Metal layers overlaid:
Bar = 50 um.
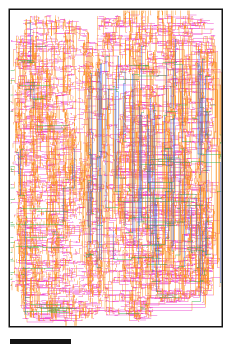
Wire density map:
Bar = 50 um. 17 x 26 tiles, from dark blue (low) to red (high), scaled to the fullest tile. Values are wire area over tile area, all layers added.
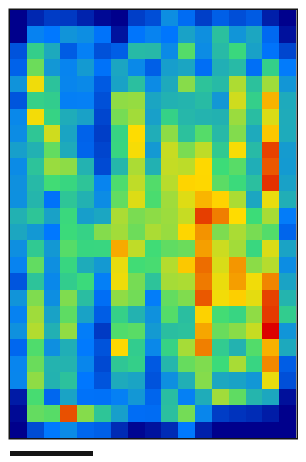
Routing congestion map:
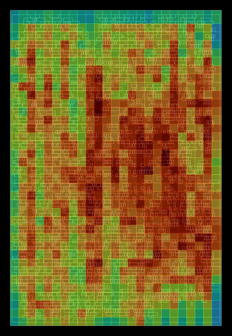
### src/rtl/q88_pkg.sv
`default_nettype none
// =============================================================================
//  Module   : q88_pkg
//  Purpose  : Shared Q8.8 constants, word type and MAC state encoding.
//  Revision : 1.0
// =============================================================================
package q88_pkg;

    localparam int          Q88_FRAC = 8;
    localparam logic [15:0] Q88_MAX  = 16'h7FFF;
    localparam logic [15:0] Q88_MIN  = 16'h8000;

    typedef logic signed [15:0] q88_t;

    typedef enum logic [1:0] {
        ACCUM  = 2'd0,
        FINISH = 2'd1,
        OUTPUT = 2'd2
    } mac_state_e;

endpackage
`default_nettype wire

### src/rtl/q88_neuron_mac_if.sv
`default_nettype none
// =============================================================================
//  Module   : q88_neuron_mac_if
//  Purpose  : Input-beat and result handshake bundle for the Q8.8 neuron MAC.
//  Revision : 1.0
// =============================================================================
interface q88_neuron_mac_if;

    logic        in_valid;
    logic        in_ready;
    logic [15:0] x_in;
    logic [15:0] w_in;
    logic [15:0] bias_in;
    logic        in_last;
    logic        out_valid;
    logic        out_ready;
    logic [15:0] z_out;
    logic        out_sat;
    logic        out_overrun;

    modport master (
        output in_valid, x_in, w_in, bias_in, in_last, out_ready,
        input  in_ready, out_valid, z_out, out_sat, out_overrun
    );

    modport slave (
        input  in_valid, x_in, w_in, bias_in, in_last, out_ready,
        output in_ready, out_valid, z_out, out_sat, out_overrun
    );

endinterface
`default_nettype wire

### src/rtl/q88_round_sat.sv
`default_nettype none
// =============================================================================
//  Module   : q88_round_sat
//  Purpose  : Round-half-up and saturate a wide signed accumulator to Q8.8.
//  Revision : 1.0
// =============================================================================
module q88_round_sat
    import q88_pkg::*;
#(
    parameter int ACC_W = 40,
    parameter int FRAC  = Q88_FRAC
) (
    input  wire logic signed [ACC_W-1:0] acc_in,
    output q88_t                         z_out,
    output logic                         sat_out
);

    localparam logic signed [ACC_W-1:0] C_HALF = ACC_W'(2 ** (FRAC - 1));
    localparam logic signed [ACC_W-1:0] C_HI   = ACC_W'(32767);
    localparam logic signed [ACC_W-1:0] C_LO   = -ACC_W'(32768);

    logic signed [ACC_W-1:0] w_r;
    logic signed [ACC_W-1:0] w_q;

    always_comb begin
        w_r     = acc_in + C_HALF;
        w_q     = w_r >>> FRAC;
        z_out   = w_q[15:0];
        sat_out = 1'b0;
        if (w_q > C_HI) begin
            z_out   = Q88_MAX;
            sat_out = 1'b1;
        end else if (w_q < C_LO) begin
            z_out   = Q88_MIN;
            sat_out = 1'b1;
        end
    end

endmodule
`default_nettype wire

### src/rtl/q88_neuron_mac.sv
`default_nettype none
// =============================================================================
//  Module   : q88_neuron_mac
//  Purpose  : Streaming Q8.8 dot product plus bias, rounded/saturated to Q8.8.
//  Revision : 1.0
// =============================================================================
module q88_neuron_mac
    import q88_pkg::*;
#(
    parameter int N_MAX = 16,
    parameter int ACC_W = 40,
    parameter int FRAC  = Q88_FRAC
) (
    input  wire logic          clk,
    input  wire logic          rst,
    q88_neuron_mac_if.slave    bus
);

    localparam int CNT_W = (N_MAX > 1) ? $clog2(N_MAX) : 1;

    mac_state_e              state_q,     state_d;
    logic [CNT_W-1:0]        count_q,     count_d;
    logic                    first_q,     first_d;
    logic                    ovr_tag_q,   ovr_tag_d;
    q88_t                    bias_q,      bias_d;
    logic signed [31:0]      prod_q,      prod_d;
    logic                    pvld_q,      pvld_d;
    logic                    pfirst_q,    pfirst_d;
    logic signed [ACC_W-1:0] acc_q,       acc_d;
    logic                    out_valid_q, out_valid_d;
    logic [15:0]             z_q,         z_d;
    logic                    sat_q,       sat_d;
    logic                    ovr_q,       ovr_d;

    logic                    w_accept;
    logic                    w_last_eff;
    logic signed [31:0]      w_prod;
    logic signed [ACC_W-1:0] w_prod_ext;
    logic signed [ACC_W-1:0] w_bias_ext;
    q88_t                    w_z;
    logic                    w_sat;

    q88_round_sat #(.ACC_W(ACC_W), .FRAC(FRAC)) u_round_sat (
        .acc_in  (acc_q),
        .z_out   (w_z),
        .sat_out (w_sat)
    );

    assign w_accept   = bus.in_valid & (state_q == ACCUM);
    assign w_last_eff = bus.in_last | (count_q == CNT_W'(N_MAX - 1));
    assign w_prod     = $signed(bus.x_in) * $signed(bus.w_in);
    assign w_prod_ext = {{(ACC_W-32){prod_q[31]}}, prod_q};
    assign w_bias_ext = {{(ACC_W-16-FRAC){bias_q[15]}}, bias_q, {FRAC{1'b0}}};

    always_comb begin
        state_d     = state_q;
        count_d     = count_q;
        first_d     = first_q;
        ovr_tag_d   = ovr_tag_q;
        bias_d      = bias_q;
        prod_d      = prod_q;
        pvld_d      = w_accept;
        pfirst_d    = pfirst_q;
        acc_d       = acc_q;
        out_valid_d = out_valid_q;
        z_d         = z_q;
        sat_d       = sat_q;
        ovr_d       = ovr_q;

        // Stage 1: register the product; bias is only taken from the opening beat.
        if (w_accept) begin
            prod_d   = w_prod;
            pfirst_d = first_q;
            if (first_q) begin
                bias_d = bus.bias_in;
            end
            if (w_last_eff) begin
                count_d   = '0;
                first_d   = 1'b1;
                ovr_tag_d = ~bus.in_last;
                state_d   = FINISH;
            end else begin
                count_d = count_q + 1'b1;
                first_d = 1'b0;
            end
        end

        if (pvld_q) begin
            acc_d = pfirst_q ? (w_bias_ext + w_prod_ext) : (acc_q + w_prod_ext);
        end

        case (state_q)
            FINISH: state_d = OUTPUT;
            OUTPUT: begin
                // First OUTPUT cycle captures the finalised accumulator.
                if (!out_valid_q) begin
                    out_valid_d = 1'b1;
                    z_d         = w_z;
                    sat_d       = w_sat;
                    ovr_d       = ovr_tag_q;
                end else if (bus.out_ready) begin
                    out_valid_d = 1'b0;
                    state_d     = ACCUM;
                    count_d     = '0;
                    first_d     = 1'b1;
                end
            end
            default: ;
        endcase
    end

    always_ff @(posedge clk) begin
        if (rst) begin
            state_q     <= ACCUM;
            count_q     <= '0;
            first_q     <= 1'b1;
            ovr_tag_q   <= 1'b0;
            bias_q      <= '0;
            prod_q      <= '0;
            pvld_q      <= 1'b0;
            pfirst_q    <= 1'b0;
            acc_q       <= '0;
            out_valid_q <= 1'b0;
            z_q         <= '0;
            sat_q       <= 1'b0;
            ovr_q       <= 1'b0;
        end else begin
            state_q     <= state_d;
            count_q     <= count_d;
            first_q     <= first_d;
            ovr_tag_q   <= ovr_tag_d;
            bias_q      <= bias_d;
            prod_q      <= prod_d;
            pvld_q      <= pvld_d;
            pfirst_q    <= pfirst_d;
            acc_q       <= acc_d;
            out_valid_q <= out_valid_d;
            z_q         <= z_d;
            sat_q       <= sat_d;
            ovr_q       <= ovr_d;
        end
    end

    assign bus.in_ready    = (state_q == ACCUM);
    assign bus.out_valid   = out_valid_q;
    assign bus.z_out       = z_q;
    assign bus.out_sat     = sat_q;
    assign bus.out_overrun = ovr_q;

endmodule
`default_nettype wire
### src/flat_wrapper.sv
// flat-port wrapper written by rule: the top's interface ports become plain ports
module q88_neuron_mac_flat import q88_pkg::*;
#(
    parameter int N_MAX = 16,
    parameter int ACC_W = 40,
    parameter int FRAC  = Q88_FRAC
)
  (clk, rst, bus_in_valid, bus_x_in, bus_w_in, bus_bias_in, bus_in_last, bus_out_ready, bus_in_ready, bus_out_valid, bus_z_out, bus_out_sat, bus_out_overrun);
  q88_neuron_mac_if bus_i ();
  input  wire logic clk;
  input  wire logic rst;
  input wire logic [$bits(bus_i.in_valid)-1:0] bus_in_valid;
  input wire logic [$bits(bus_i.x_in)-1:0] bus_x_in;
  input wire logic [$bits(bus_i.w_in)-1:0] bus_w_in;
  input wire logic [$bits(bus_i.bias_in)-1:0] bus_bias_in;
  input wire logic [$bits(bus_i.in_last)-1:0] bus_in_last;
  input wire logic [$bits(bus_i.out_ready)-1:0] bus_out_ready;
  output wire logic [$bits(bus_i.in_ready)-1:0] bus_in_ready;
  output wire logic [$bits(bus_i.out_valid)-1:0] bus_out_valid;
  output wire logic [$bits(bus_i.z_out)-1:0] bus_z_out;
  output wire logic [$bits(bus_i.out_sat)-1:0] bus_out_sat;
  output wire logic [$bits(bus_i.out_overrun)-1:0] bus_out_overrun;
  assign bus_i.in_valid = bus_in_valid;
  assign bus_i.x_in = bus_x_in;
  assign bus_i.w_in = bus_w_in;
  assign bus_i.bias_in = bus_bias_in;
  assign bus_i.in_last = bus_in_last;
  assign bus_i.out_ready = bus_out_ready;
  assign bus_in_ready = bus_i.in_ready;
  assign bus_out_valid = bus_i.out_valid;
  assign bus_z_out = bus_i.z_out;
  assign bus_out_sat = bus_i.out_sat;
  assign bus_out_overrun = bus_i.out_overrun;
  q88_neuron_mac #(.N_MAX(N_MAX), .ACC_W(ACC_W), .FRAC(FRAC)) u_core (.clk(clk), .rst(rst), .bus(bus_i));
endmodule
### config.mk
export PLATFORM = sky130hd
export DESIGN_NAME = q88_neuron_mac_flat
export DESIGN_NICKNAME = d
export VERILOG_FILES = /design/src/rtl/q88_pkg.sv /design/src/rtl/q88_neuron_mac_if.sv /design/src/rtl/q88_round_sat.sv /design/src/rtl/q88_neuron_mac.sv /design/src/flat_wrapper.sv
export SDC_FILE = /design/constraint.sdc
export NUM_CORES = 1
export LEC_CHECK = 0
export ABC_AREA = 1
export CAP_MARGIN = 10
export CORE_ASPECT_RATIO = 1.5
export CORE_UTILIZATION = 45
export CTS_CLUSTER_DIAMETER = 40
export DETAILED_ROUTE_END_ITERATION = 16
export GPL_TIMING_DRIVEN = 1
export PLACE_DENSITY = 0.62
export SYNTH_ARGS = -nofsm -noshare
export SYNTH_HDL_FRONTEND = slang
export SYNTH_SLANG_ARGS = --single-unit
### constraint.sdc
create_clock -name clk -period 11.1 [get_ports clk]
set_input_delay 2.775 -clock clk [delete_from_list [all_inputs] [get_ports clk]]
set_output_delay 2.775 -clock clk [all_outputs]
set_load 0.01 [all_outputs]
==> impl_metrics.ini <==
; flow metrics
[logic_synthesis]
synthArstFlopShare_pct = 0
synth-edff-count = 0
ys_ff = 117
ys_types = 43
top_area_cell = fa_1
ys_cells = 2908
area_leaders = fa_1 27%, nand2_1 13%, inv_1 12%
ys_area_mm2 = 0.0198
ys_warn_count = 0
synthCells = 2908
synth_seq_share_pct = 11.8
netlist.area_leader.share_pct = 26.6
flop_cell = dfxtp_1
synth_area_mm2 = 0.0198
synth_nets = 3375
syn_avg_cell_area_um2 = 6.82

[sta]
slew_viol_final = 0
fin_crit_sh_pct = 86.1
timing_hold_violations_final = 0
fin_worst_skew_ps = 14.4
worst_slack_ps = 1550
rsz0062_at_grt = no
tightest_slew_ps = 933
max-slew-margin-rel_pct = 37.1
max_freq_ghz = 0.105
setup_tns_ps = 0
min_period_ps = 9550
setup_viol = 0

[clock_network]
cts_root_buffer = clkbuf_16
cts_sinks = 117
tritoncts = built
insertion_delay_ps = 440
path_clk_slew_ps = 60
cts_resized = 0
post_cts_buffers = 0
cts_htree_levels = 4
cts.path.max_buffers = 2
ctsHoldBuffers = 0
numCtsBuffers = 17

[floorplanning]
die-width_um = 173
placementRows = 93
die_y_um = 259
floorplanUtilization_pct = 46.0
dieArea_mm2 = 0.0450
core_mm2 = 0.0432
io_pins = 73

[place]
post-place-ws_ps = 1100
io_buffers = 72
dp_hpwl_um = 54700
place.gp.congestion = 1.01

[detailed_routing]
first_pass_iters = 5
drc = 0
ant_nets = 0
vias_per_cell = 5.12
met2_length_um = 34800
dr_wl_met3_um = 1570
top_layer = met4
m1WireLength_um = 23000
drtIter0Drc = 822

[critical_path]
critPathKind = in -> reg
crit_required_ps = 11430
path_max_fanout = 16
startpoint = bus_w_in[1]
critPathMaxStageDelay_ps = 790
arrival_ps = 9880
critPathSlowestCell = clkdlybuf4s50_1
r2r_slack_ps = 7790
start_kind = input pin
r2r-start = u_core.bias_q[0]
endpoint_kind = flop
cp_cell_sequence = clkdlybuf4s50_1 -> nand2_1 -> inv_1 -> fa_1 -> inv_1 -> fa_1 -> inv_1 -> fa_1 -> fa_1 -> fa_1 -> inv_1 -> fa_1 -> inv_1 -> ha_1 -> a21oi_1 -> o21ai_0 -> a31oi_1 -> nand3_1 -> a21o_1 -> xor2_1 -> o21ai_0 -> inv_1

[hold_path]
hold_path_class = reg -> reg
min-delay-start = u_core.acc_q[5]

[run]
warnings = 28
cap_viol_max_count = 0

[cells_and_area]
fin_nets = 3380
drive_gt1_share_pct = 2.70
nFillCells = 4526
area_growth_pct = 8.80

[grt]
antenna_found_initial = 1
grt_pass1_wl_um = 101000
first_global_vias = 18900
grt-ovfl-total = 0
grt_max_degree = 75

[status]
status = completed
## Picture notes: 'metal layers overlaid'
[M4] blue | wire length: 4810 um
[M1] magenta | wire length: 23.0 mm
[M2] orange | wire length: 34.8 mm
[M3] green | wire length: 1570 um
via count: 17900
GR Util All Layers: 29.4%

## Picture notes: 'wire density map'
emptiest ninth of the die: north-west
mean over tiles: 0.23
nearly empty tiles: 2.9%
tiles over half the peak: 35%
fullest tile: 0.54
drt total wl: 64100 um
Routed WL per cell: 18.3 um

## Picture notes: 'routing congestion map'
Layout Utilization: 50.0%
grt met3 use: 2.27%
met2 Usage GRT: 58.1%
Top Usage Layer GRT: met2

## cells in the mapped netlist, drive strengths merged (3+ instances only)
| cell | instances |
|---|---|
| dfxtp | 117 |
| a21o | 11 |
| nand4 | 16 |
| nor2 | 250 |
| o21bai | 17 |
| fa | 264 |
| a31oi | 19 |
| or2 | 10 |
| nand3b | 4 |
| clkinv | 3 |
| nor3 | 16 |
| nor4 | 6 |
| clkbuf | 89 |
| a21oi | 199 |
| buf | 6 |
| nand2 | 688 |
| o211ai | 6 |
| xnor2 | 22 |
| inv | 657 |
| xor2 | 46 |
| ha | 150 |
| nand3 | 120 |
| a21boi | 7 |
| a211oi | 5 |
| o21ai | 168 |
## critical path: cells and delay by family
kind,cells,cell delay [ps]
fa+ha+maj,7,3500
simple gates,2,750
compound gates,5,1420
buf+inv,7,1260
xor+xnor,1,180
## flip-flops by register name, indices dropped and copies added, names as in the netlist
register                count
u_core.acc_q               40
u_core.prod_q              32
u_core.bias_q              16
u_core.bus.z_out           16
u_core.count_q              4
u_core.state_q              2
u_core.bus.out_overrun      1
u_core.bus.out_sat          1
u_core.bus.out_valid        1
u_core.first_q              1
u_core.ovr_tag_q            1
u_core.pfirst_q             1
u_core.pvld_q               1
## final timing paths
kind | endpoint | cells past startpoint
max | u_core.prod_q[25] | 22
min | u_core.acc_q[5] | 2
max reg2reg | u_core.acc_q[33] | 15
min reg2reg | u_core.acc_q[5] | 2
## metal layers
layer,global-route usage [%],vias to the layer above
met5,0,-
met4,20.3,0
met3,2.27,178
met2,58.1,400
met1,28.8,8444
li1,-,8882
## cell families (layout without fill, tap and decap cells)
group	after synthesis	in the layout	synth area share, %
other	0	1	0
AND/OR/NAND/NOR	1113	1113	22.8
buffers and inverters	755	773	14.3
adder cells (fa/ha/maj)	414	414	36.1
XOR/XNOR	68	68	3.00
AND-OR/OR-AND	441	441	12.0
flip-flops	117	117	11.8
## layout make-up
class | instances | area, um2 | share of cell area (%)
inverters | 660 | 2480 | 11.5
repair buffers | 81 | 781 | 3.62
flip-flops and latches | 117 | 2340 | 10.8
well taps | 570 | 713 | 3.30
clock buffers | 20 | 467 | 2.16
clock inverters | 12 | 141 | 0.655
multi-input cells | 2036 | 14700 | 67.9
diodes | 1 | 2.50 | 0.0116
## metrics by stage
step | cell area, um2 | instances | hold slack (ps)
after floorplan | 19800 | 2908 | 445
after global placement | 21000 | 3463 | 458
after detailed placement | 21000 | 3464 | 460
after CTS | 21600 | 3496 | 470
after global routing | 21600 | 3497 | 504
final | 21600 | 3497 | 469
## cells in the final DEF (no fill, tap or decap), types with 5 or more instances in the layout
cell type	instances
a21boi_0	7
nand2_1	683
a21o_1	11
clkdlybuf4s50_1	71
fa_1	264
or2_2	10
xnor2_1	22
buf_4	8
o21bai_1	17
nor4_1	6
nand3_1	118
a211oi_1	5
nand4_1	16
dfxtp_1	117
a31oi_1	19
clkbuf_16	17
xor2_1	46
nor3_1	16
nor2_1	237
o211ai_1	6
ha_1	150
a21oi_1	199
o21ai_0	166
inv_1	652
nor2_2	11
